==> config.mk <==
export PLATFORM = sky130hd
export DESIGN_NAME = serial_tx
export DESIGN_NICKNAME = d
export VERILOG_FILES = /design/src/rtl/serial_tx.sv
export SDC_FILE = /design/constraint.sdc
export NUM_CORES = 1
export LEC_CHECK = 0
export CAP_MARGIN = 30
export CORE_AREA = 5 5 89 91
export CTS_CLUSTER_SIZE = 24
export DETAILED_ROUTE_END_ITERATION = 8
export DIE_AREA = 0 0 94 96
export PLACE_DENSITY_LB_ADDON = 0.15
export SLEW_MARGIN = 25
export SYNTH_ARGS = -nofsm -noshare
export SYNTH_HDL_FRONTEND = slang
export SYNTH_SLANG_ARGS = --single-unit
export TNS_END_PERCENT = 100
==> constraint.sdc <==
create_clock -name osc -period 2.45 [get_ports osc]
set_clock_uncertainty 0.15 [all_clocks]
set_input_delay 0.245 -clock osc [delete_from_list [all_inputs] [get_ports osc]]
set_output_delay 0.245 -clock osc [all_outputs]
set_load 0.01 [all_outputs]
==> src/rtl/serial_tx.sv <==
// 8N1 UART transmitter with a 4-entry byte FIFO on a valid/ready input.
// tx is taken straight from a flop; the bit timer restarts on every bit boundary.
module serial_tx #(
    parameter int unsigned CLKRATE  = 12_000_000,
    parameter int unsigned BAUDRATE = 9600
) (
    input  logic       osc,
    input  logic       rst_n,
    input  logic [7:0] data,
    input  logic       valid,
    output logic       ready,
    output logic       tx,
    output logic       busy
);

    localparam int unsigned Div  = CLKRATE / BAUDRATE;
    localparam int unsigned CntW = (Div > 2) ? $clog2(Div) : 1;
    localparam logic [CntW-1:0] TimerMax = CntW'(Div - 1);

    typedef enum logic [1:0] {StIdle, StStart, StData, StStop} state_e;

    state_e          state_q, state_d;
    logic [CntW-1:0] timer_q, timer_d;
    logic [2:0]      idx_q, idx_d;
    logic [7:0]      shift_q, shift_d;
    logic            tx_q, tx_d;

    logic [7:0]      mem_q [4];
    logic [1:0]      wptr_q, wptr_d;
    logic [1:0]      rptr_q, rptr_d;
    logic [2:0]      count_q, count_d;

    logic            push;
    logic            pop;
    logic            tick;
    logic            fifo_nempty;

    assign ready       = (count_q != 3'd4);
    assign push        = valid && ready;
    assign fifo_nempty = (count_q != 3'd0);
    assign tick        = (timer_q == TimerMax);
    assign tx          = tx_q;
    assign busy        = (state_q != StIdle) || fifo_nempty;

    always_comb begin
        wptr_d  = wptr_q;
        rptr_d  = rptr_q;
        count_d = count_q;
        if (push) begin
            wptr_d = wptr_q + 2'd1;
        end
        if (pop) begin
            rptr_d = rptr_q + 2'd1;
        end
        unique case ({push, pop})
            2'b10:   count_d = count_q + 3'd1;
            2'b01:   count_d = count_q - 3'd1;
            default: count_d = count_q;
        endcase
    end

    always_comb begin
        state_d = state_q;
        timer_d = timer_q;
        idx_d   = idx_q;
        shift_d = shift_q;
        tx_d    = tx_q;
        pop     = 1'b0;

        if (state_q != StIdle) begin
            timer_d = tick ? '0 : timer_q + 1'b1;
        end

        unique case (state_q)
            StIdle: begin
                tx_d    = 1'b1;
                timer_d = '0;
                if (fifo_nempty) begin
                    pop     = 1'b1;
                    shift_d = mem_q[rptr_q];
                    tx_d    = 1'b0;
                    state_d = StStart;
                end
            end
            StStart: begin
                if (tick) begin
                    tx_d    = shift_q[0];
                    idx_d   = 3'd0;
                    state_d = StData;
                end
            end
            StData: begin
                if (tick) begin
                    if (idx_q == 3'd7) begin
                        tx_d    = 1'b1;
                        state_d = StStop;
                    end else begin
                        // Next bit is shift_q[1] because the register shifts this same edge.
                        shift_d = {1'b0, shift_q[7:1]};
                        tx_d    = shift_q[1];
                        idx_d   = idx_q + 3'd1;
                    end
                end
            end
            StStop: begin
                if (tick) begin
                    if (fifo_nempty) begin
                        pop     = 1'b1;
                        shift_d = mem_q[rptr_q];
                        tx_d    = 1'b0;
                        state_d = StStart;
                    end else begin
                        state_d = StIdle;
                    end
                end
            end
            default: state_d = StIdle;
        endcase
    end

    always_ff @(posedge osc or negedge rst_n) begin
        if (!rst_n) begin
            state_q <= StIdle;
            timer_q <= '0;
            idx_q   <= 3'd0;
            shift_q <= 8'd0;
            tx_q    <= 1'b1;
            wptr_q  <= 2'd0;
            rptr_q  <= 2'd0;
            count_q <= 3'd0;
        end else begin
            state_q <= state_d;
            timer_q <= timer_d;
            idx_q   <= idx_d;
            shift_q <= shift_d;
            tx_q    <= tx_d;
            wptr_q  <= wptr_d;
            rptr_q  <= rptr_d;
            count_q <= count_d;
        end
    end

    // Storage needs no reset: entries are only read once count says they were written.
    always_ff @(posedge osc) begin
        if (push) begin
            mem_q[wptr_q] <= data;
        end
    end

endmodule

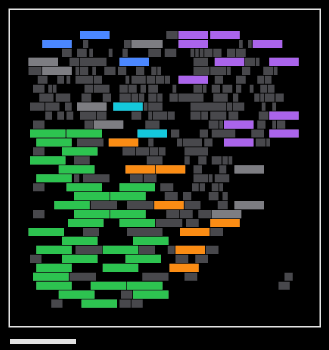
*Register map, names as in the netlist, run 1*
The bar under the picture is 20 um long. Other sequential cells in the stronger gray, the rest of the logic in the fainter gray.
Key: purple = timer_q [sequential cells 11]; green = mem_q [sequential cells 32]; blue = count_q [sequential cells 3]; orange = shift_q [sequential cells 8]; cyan = state_q [sequential cells 2]
Seq. pwr: 1.35 mW
Seq area share: 48.5%
register area: 1760 um^2

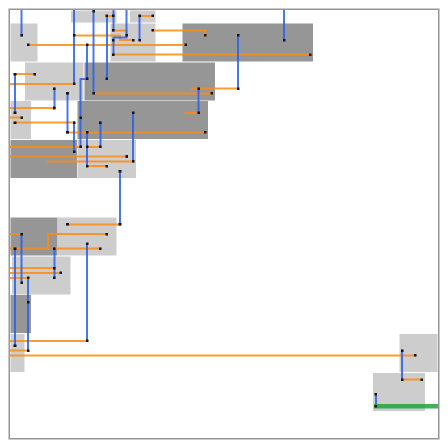
*Layout detail, run 1*
Window x 56 to 86, y 9 to 39 um. Cells in gray, sequential cells in the stronger gray; small squares are vias.
Key: orange = M1; blue = M2; green = M3
Sequential cells in the window: 4. Most frequent: mux2_2 (4), dfrtp_1 (4). 11 logic cells have their middle in the window. Netlist names of flops here include idx_q (2), shift_q (2).

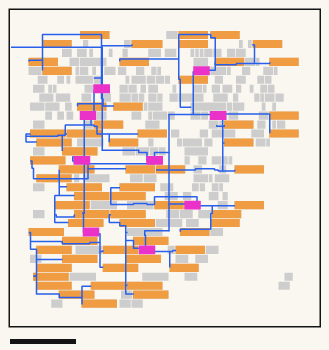
*Clock wires, drivers and flops, run 1*
The bar under the picture is 20 um long.
Key: orange = flip-flops [count 64]; magenta = clock-net drivers [count 9]; blue = clock wires [length 825 um]
There are 10 routed clock nets.
Clk pwr share: 36.6%
Late-Pin Clk Latency: 340 ps
P_clk: 988 uW

==> impl_metrics.tcl, run 1 <==
# place-and-route summary
set metrics [dict create \
    setup_violations 2 \
    fp.dieW_um 94 \
    setup_ws_ps -145 \
    viasPerCell 4.82 \
    final_cells 355 \
    wire_per_inst_um 13.7 \
    io_buffers 13 \
    dp_hpwl_um 3430 \
    clk_pin_slew_ps 70 \
    cts_tree "done" \
    grt_pass1_vias 1736 \
    cts_buffers 9 \
    finalHoldViolCount 0 \
    rsz0062_at_grt "yes" \
    slew_headroom_pct 71.3 \
    io_pins 14 \
    ant_nets 0 \
    area_leaders "edfxtp_1 32%, dfrtp_1 26%, mux2_2 6.5%" \
    dp.cells 338 \
    period_used_pct 106 \
    tightestPinTransition_ps 431 \
    cp_common_cell "xor2_1" \
    antenna_found_initial 0 \
    route.detailed.drc 0 \
    critPathKind "flip-flop to flip-flop" \
    irDropWorstVdd_uv 439 \
    status "finished, violations left" \
    yosysCellCount 209 \
    required_ps 2560 \
    maxCapViolCount 0 \
    largest_area_cell "edfxtp_1" \
    grt_max_degree 33 \
    postCtsHoldBufs 0 \
    place.gp.congestion 0.766 \
    die_h_um 96 \
    most_common_cell "edfxtp_1" \
    cp-start-kind "flip-flop" \
    warning_count 36 \
    dieArea_um2 9020 \
    hp-class "primary input to asynchronous set/reset pin" \
    syn_area_um2 2960 \
    grt_pass1_wl_um 8430 \
    layout-drive-gt1-share_pct 29.7 \
    top_cells_by_count "32 x edfxtp_1, 31 x dfrtp_1, 17 x mux2_2" \
    ys.flops 64 \
    max_stage_delay_ps 480 \
    grt_overflow 0 \
    fp_util_pct 42.0 \
    yosysWarnings 0 \
    violations "negative setup slack" \
    finalMaxSlewViolations 0 \
    routed_wirelength_um 4870 \
    cts_max_level 3 \
    drt_pass1_iterations 4 \
]
-- run 1: registers in the layout, indices dropped and copies added (netlist names) --
name	cells
count_q	3
idx_q	3
mem_q	32
rptr_q	2
shift_q	8
state_q	2
timer_q	11
tx	1
wptr_q	2
-- run 1: metal layers --
layer  vias to the layer above  track usage [%]  share of wire (%)
li1                        851                -                  -
met1                       832             16.2                 49
met2                        17             19.0                 46
met3                        12             3.83                2.4
met4                         0             5.78                2.2
met5                         -                0                  0
-- run 1: path summary, 6_finish.rpt --
kind | start | to | slack (ps) | depth (start not counted)
hold / removal | rst_n | shift_q[4] | 170 | 2
hold reg to reg | shift_q[6] | shift_q[6] | 360 | 1
min in group osc | shift_q[6] | shift_q[6] | 360 | 1
setup reg to reg | timer_q[1] | count_q[2] | -140 | 11
max in group asynchronous | rst_n | tx | 1650 | 2
setup / recovery | timer_q[1] | count_q[2] | -140 | 11
-- run 1: worst max-delay path: cells and delay by family (launching register included) --
family	cells	cell delay (ps)
AND/OR/NAND/NOR	3	790
adder cells (fa/ha/maj)	3	630
flip-flops	1	380
XOR/XNOR	2	290
AND-OR/OR-AND	1	180
buffers and inverters	2	100
-- run 1: report_power, final --
part | switching [mW] | internal (mW)
sequential | 0.0611 | 1.29
clock | 0.417 | 0.572
combinational | 0.195 | 0.164
-- run 1: logic make-up (layout without fill, tap and decap cells) --
family,Yosys count,in the layout,synth area share [%]
AOI/OAI and AO/OA,22,22,5.37
xor gates and xnor gates,15,15,4.44
adders and majority gates,14,14,6.17
buffers and inverters,17,64,2.32
DFF,64,64,59.5
muxes,26,26,12.9
and+or+nand+nor,51,51,9.29
-- run 1: layout make-up --
class / instances / area [um^2]
Sequential cell: 64 / 1760
Inverter: 10 / 37.5
Clock inverter: 7 / 96.3
Clock buffer: 9 / 124
Timing Repair Buffer: 38 / 343
Tap cell: 99 / 124
Fill cell: 643 / 3420
Multi-Input combinational cell: 128 / 1150
-- run 1: repair_timing --
item                       CTS  global route
resized                      1             3
pin swaps                    0             0
setup buffers                0             1
setup endpoints to repair    2            12
-- run 1: placed cells by master (no fill, tap or decap), types with 9 or more instances in the layout --
cell type and n:
ha_1 12, nor2_1 14, clkbuf_8 9, inv_1 9, dfrtp_1 31, edfxtp_1 32
mux2_2 17, clkdlybuf4s50_1 13, xor2_1 9, buf_4 23
-- run 1: per-stage QoR --
stage	TNS, ps	instance area (um^2)	power, mW	setup WS (ps)	hold slack [ps]
floorplan	-98.9	2970	1.60	-98.9	-201
global placement	-160	3400	1.73	-160	334
detailed placement	-218	3400	1.74	-209	341
CTS	-224	3620	2.74	-191	171
global route	-958	3640	2.86	-287	208
finish	-165	3640	2.70	-145	167
--- run 2 (diff from run 1) ---
Settings changed: SETUP_SLACK_MARGIN set to 0.2.
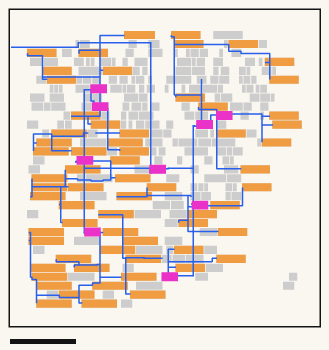
*Clock wires, drivers and flops, run 2*
The bar under the picture is 20 um long.
Key: blue = clock wires [length 828 um]; orange = flip-flops [count 64]; magenta = clock-net drivers [count 9]
Position of the flops: widely spread.
P_clk: 845 uW
Clk pwr share: 33.0%

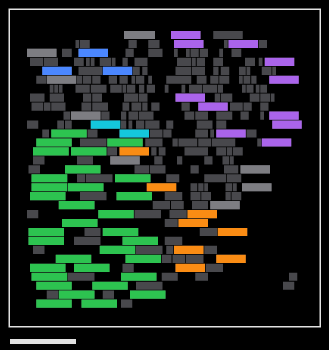
*Register map, names as in the netlist, run 2*
The bar under the picture is 20 um long. Other sequential cells in the stronger gray, the rest of the logic in the fainter gray.
Key: purple = timer_q [sequential cells 11]; green = mem_q [sequential cells 32]; cyan = state_q [sequential cells 2]; blue = count_q [sequential cells 3]; orange = shift_q [sequential cells 8]

==> impl_metrics.tcl, run 2 <==
# place-and-route summary
set metrics [dict create \
    grt_pass1_vias 1839 \
    clk_latency_ps 340 \
    routed_wirelength_um 5290 \
    status "finished, violations left" \
    rsz0062_at_grt "yes" \
    period_used_pct 108 \
    finalMaxSlewViolations 0 \
    aoi_share_pct 5.37 \
    simple_gate_area_share_pct 9.29 \
    dp_hpwl_um 3600 \
    fp_util_pct 42.0 \
    largest_area_cell "edfxtp_1" \
    synth-xor-area-share_pct 4.44 \
    most-common-layout-cells "32 x edfxtp_1, 31 x dfrtp_1, 26 x buf_4, 14 x nor2_1, 13 x ha_1" \
    dp.cells 337 \
    final_cells 362 \
    layout-drive-gt1-share_pct 31.6 \
    top_cells_by_count "32 x edfxtp_1, 31 x dfrtp_1, 17 x mux2_2" \
    most_common_cell "edfxtp_1" \
    yosysCellCount 209 \
    drt_pass1_iterations 4 \
    route.detailed.drc 0 \
    fp.dieW_um 94 \
    antenna_found_initial 0 \
    grt_pass1_wl_um 8890 \
    largest_reg_flops 32 \
    rrSetupSlack_ps -190 \
    setup_violations 24 \
    critPathKind "flip-flop to flip-flop" \
    clk_pin_slew_ps 80 \
    place.gp.congestion 0.780 \
    ys.flops 64 \
    regMostFlops "mem_q" \
    hp-class "primary input to asynchronous set/reset pin" \
    wire_per_inst_um 14.6 \
    finalHoldViolCount 0 \
    setup_ws_ps -188 \
    violations "negative setup slack" \
    grt_max_degree 33 \
    required_ps 2520 \
    cts-root-buf "clkbuf_8" \
    maxCapViolCount 0 \
    top_logic_kind "multiplexers" \
    cts_tree "done" \
    reg_top3 "mem_q: 32 flops, timer_q: 11 flops, shift_q: 8 flops" \
    max_stage_delay_ps 480 \
    total_power_mw 2.56 \
    tightestPinTransition_ps 430 \
    grt_overflow 0 \
    area_leaders "edfxtp_1 32%, dfrtp_1 26%, mux2_2 6.5%" \
    slew_headroom_pct 71.3 \
    yosysWarnings 0 \
    io_buffers 13 \
    cts_max_level 3 \
    layout.cells.most_common "edfxtp_1" \
    viasPerCell 4.91 \
    cts.sinks 64 \
    cp_common_cell "buf_6" \
    syn_area_um2 2960 \
    warning_count 36 \
    fa_ha_area_share_pct 6.17 \
    irDropWorstVdd_uv 417 \
]
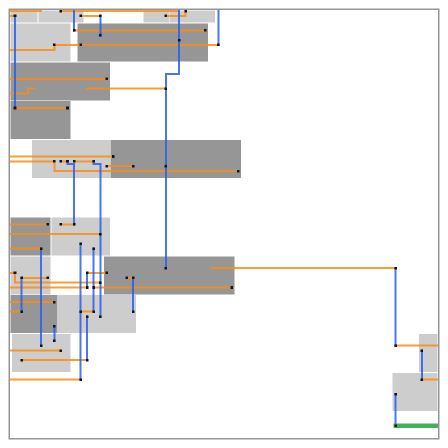
*Layout detail, run 2*
Window x 56 to 86, y 9 to 39 um. Cells in gray, sequential cells in the stronger gray; small squares are vias.
Key: green = M3; orange = M1; blue = M2
Netlist names of flops here include shift_q (3), idx_q (1). Most frequent: dfrtp_1 (4), mux2_4 (3), mux2_2 (2). Sequential cells in the window: 4. 11 logic cells have their middle in the window.

## run 2: repair_timing
item	CTS	global route
resized	6	4
buffers inserted	5	3
pin swaps	1	3
setup endpoints to repair	26	28
gates cloned	0	1
hold buffers	0	0
## run 2: metal layers
layer / share of wire [%] / GRT usage, % / vias to the layer above
li1: - / - / 866
met1: 47 / 17.5 / 882
met2: 48 / 20.2 / 18
met3: 2.3 / 3.52 / 10
met4: 2.4 / 6.86 / 0
met5: 0 / 0 / -
## run 2: critical path, delay by kind of cell, from the launching register on
| family | cells | cell delay [ps] |
|---|---|---|
| fa+ha+maj | 1 | 130 |
| flops | 1 | 380 |
| mux | 1 | 300 |
| compound gates | 1 | 170 |
| simple gates | 2 | 830 |
| buf+inv | 5 | 570 |
## run 2: path summary, 6_finish.rpt
check / endpoint / start / depth (start not counted)
setup / recovery: shift_q[0] / timer_q[1] / 10
setup reg to reg: shift_q[0] / timer_q[1] / 10
hold / removal: shift_q[5] / rst_n / 2
min in group osc: shift_q[6] / shift_q[6] / 1
max in group asynchronous: tx / rst_n / 2
hold reg to reg: shift_q[6] / shift_q[6] / 1
## run 2: cell families after synthesis
logic type / Yosys count
flip-flops: 64
AND/OR/NAND/NOR: 51
multiplexers: 26
AND-OR/OR-AND: 22
buffers and inverters: 17
XOR/XNOR: 15
adder cells (fa/ha/maj): 14
## run 2: stage by stage
stage	area (um^2)	setup WS, ps	hold slack, ps	setup TNS [ps]	utilization [%]
2_1_floorplan	3010	-85.4	-201	-85.4	-
3_3_place_gp	3430	-106	344	-106	48.5
3_5_place_dp	3430	-146	342	-146	48.5
4_1_cts	3670	-159	165	-547	52.0
5_1_grt	3730	-292	190	-4500	52.8
6_report	3730	-188	152	-2680	52.8
## run 2: report_power, final
part | switching [mW] | leakage (nW) | internal (mW)
Sequential | 0.0622 | 0.686 | 1.29
Clock | 0.459 | 0.0916 | 0.386
Combinational | 0.195 | 0.769 | 0.163
## run 2: layout make-up
type | instances | area (um^2)
inverter | 10 | 37.5
fill | 624 | 3330
tap | 99 | 124
clock inverter | 7 | 60.1
clock buffer | 9 | 124
multi-input combinational | 128 | 1190
timing repair buffer | 45 | 427
sequential | 64 | 1760
--- run 3 (diff from run 2) ---
--- a/config.mk
+++ b/config.mk
@@ -6,5 +6,5 @@
 export NUM_CORES = 1
 export LEC_CHECK = 0
-export CAP_MARGIN = 30
+export CAP_MARGIN = 20
 export CORE_AREA = 5 5 89 91
 export CTS_CLUSTER_SIZE = 24
--- a/constraint.sdc
+++ b/constraint.sdc
@@ -3,3 +3,3 @@
 set_input_delay 0.245 -clock osc [delete_from_list [all_inputs] [get_ports osc]]
 set_output_delay 0.245 -clock osc [all_outputs]
-set_load 0.01 [all_outputs]
+set_load 0.1 [all_outputs]
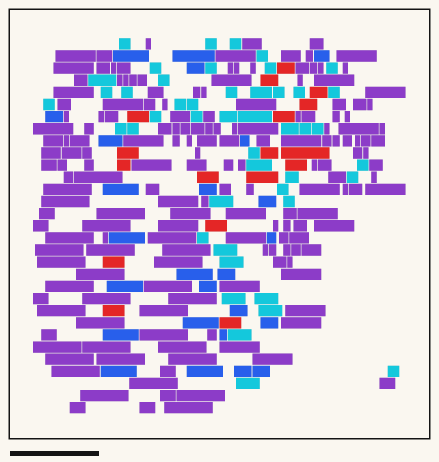
*Cell sizes after repair, run 3*
The bar under the picture is 20 um long.
Key: blue = x2 [cells 25]; cyan = x3 and x4 [cells 46]; purple = x1 and smaller [cells 175]; red = x6 and larger [cells 17]
final setup margin: -201 ps
Area Overhead vs Synth: 25.6%

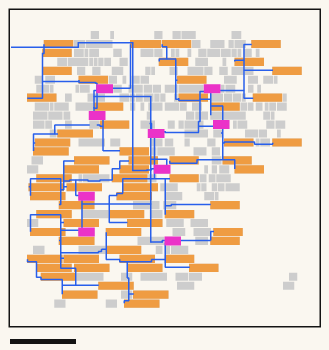
*Clock wires, drivers and flops, run 3*
The bar under the picture is 20 um long.
Key: orange = flip-flops [count 64]; blue = clock wires [length 828 um]; magenta = clock-net drivers [count 9]
There are 10 routed clock nets.

==> impl_metrics.tcl, run 3 <==
# place-and-route summary
set metrics [dict create \
    status "finished, violations left" \
    violations "negative setup slack" \
    cts_max_level 3 \
    maxCapViolCount 0 \
    setup_ws_ps -201 \
    total_power_mw 2.66 \
    dp_hpwl_um 3530 \
    syn_area_um2 2960 \
    ys.flops 64 \
    ant_nets 0 \
    yosysWarnings 0 \
    irDropWorstVdd_uv 541 \
    route.detailed.drc 0 \
    period_used_pct 108 \
    dieArea_um2 9020 \
    fp_util_pct 42.0 \
    hold_slack_ps 165 \
    regMostFlops "mem_q" \
    yosysCellCount 209 \
    design_area_um2 3720 \
    io_pins 14 \
    grt_overflow 0 \
    place.gp.congestion 0.776 \
    finalHoldViolCount 0 \
    cp-start-kind "flip-flop" \
    wire_per_inst_um 14.0 \
    drtIter0Drc 91 \
    most_common_cell "edfxtp_1" \
    tightestPinTransition_ps 429 \
    pre_cts_slack_ps -232 \
    place_area_um2 3430 \
    max_stage_delay_ps 480 \
    setup_violations 26 \
    cts_tree "done" \
    largest_reg_flops 32 \
    cts_buffers 9 \
    cts.sinks 64 \
    area_leaders "edfxtp_1 32%, dfrtp_1 26%, mux2_2 6.5%" \
    grt_pass1_wl_um 8940 \
    warning_count 36 \
    io_buffers 13 \
    fin_setup_tns_ps -2850 \
    top_cells_by_count "32 x edfxtp_1, 31 x dfrtp_1, 17 x mux2_2" \
    layout.cells.most_common "edfxtp_1" \
    grt_pass1_vias 1886 \
    routed_wirelength_um 5060 \
    finalMaxSlewViolations 0 \
    cts-root-buf "clkbuf_8" \
    fp.dieW_um 94 \
    dp.cells 338 \
    postCtsHoldBufs 0 \
    viasPerCell 4.81 \
    reg_top3 "mem_q: 32 flops, timer_q: 11 flops, shift_q: 8 flops" \
    synthArstFlopShare_pct 50.0 \
    required_ps 2550 \
    clk_latency_ps 330 \
    slew_headroom_pct 71.4 \
    clk_pin_slew_ps 70 \
    critPathKind "flip-flop to flip-flop" \
    grt_max_degree 33 \
    drt_pass1_iterations 4 \
    finish.utilization_pct 52.7 \
    cp_top_family "simple AND/OR/NAND/NOR gates" \
    largest_area_cell "edfxtp_1" \
    final_cells 362 \
]
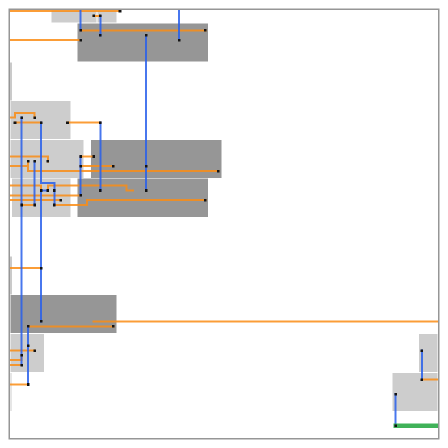
*Layout detail, run 3*
Window x 56 to 86, y 9 to 39 um. Cells in gray, sequential cells in the stronger gray; small squares are vias.
Key: blue = M2; orange = M1; green = M3
Most frequent: dfrtp_1 (4), mux2_2 (2), mux2_4 (2). Netlist names of flops here include shift_q (3), idx_q (1). Sequential cells in the window: 4. 9 logic cells have their middle in the window.

==> run 3: cell counts after synthesis <==
No cell type changed its count.
==> run 3: path summary, 6_finish.rpt <==
| check | slack, ps | cells after the start | endpoint | startpoint |
|---|---|---|---|---|
| worst max-delay path | -200 | 11 | count_q[2] | timer_q[1] |
| worst max register to register | -200 | 11 | count_q[2] | timer_q[1] |
| worst min-delay path | 160 | 2 | shift_q[6] | rst_n |
| worst min register to register | 360 | 1 | shift_q[0] | shift_q[0] |
| max in group asynchronous | 1650 | 2 | tx | rst_n |
| min in group osc | 360 | 1 | shift_q[0] | shift_q[0] |
==> run 3: worst reg2reg max path, delay by kind of cell, from the launching register on <==
family,cells,cell delay [ps]
xor gates and xnor gates,2,310
and+or+nand+nor,3,780
adders and majority gates,3,650
buffers and inverters,2,110
AOI/OAI and AO/OA,1,190
DFF,1,380
==> run 3: what timing repair did <==
item,CTS,global route
setup buffers,6,2
endpoints found under the setup margin,26,27
pin swaps,1,3
gates resized,11,2
==> run 3: cell type report <==
type | count | area, um^2
Clock inverter | 7 | 71.3
Tap cell | 99 | 124
Sequential cell | 64 | 1760
Fill cell | 617 | 3340
Clock buffer | 9 | 124
Inverter | 10 | 37.5
Multi-Input combinational cell | 128 | 1200
Timing Repair Buffer | 45 | 394
==> run 3: logic make-up after synthesis <==
logic type,share of synthesized area [%]
xor+xnor,4.44
buf+inv,2.32
mux,12.9
fa+ha+maj,6.17
flops,59.5
compound gates,5.37
simple gates,9.29
==> run 3: report_power, final <==
part	internal, mW	total (mW)	switching, mW
clock	0.469	0.886	0.417
combinational	0.171	0.420	0.250
sequential	1.29	1.36	0.0643
==> run 3: routing by layer <==
layer  vias up  global-route usage (%)  part of all wire (%)
met2        15                    21.7                    49
met3         7                    3.75                   2.5
met4         0                    5.42                   1.6
met1       855                    16.3                    47
met5         -                       0                     0
li1        865                       -                     -
No activity file was given, so power comes from the tool's default toggle rates.
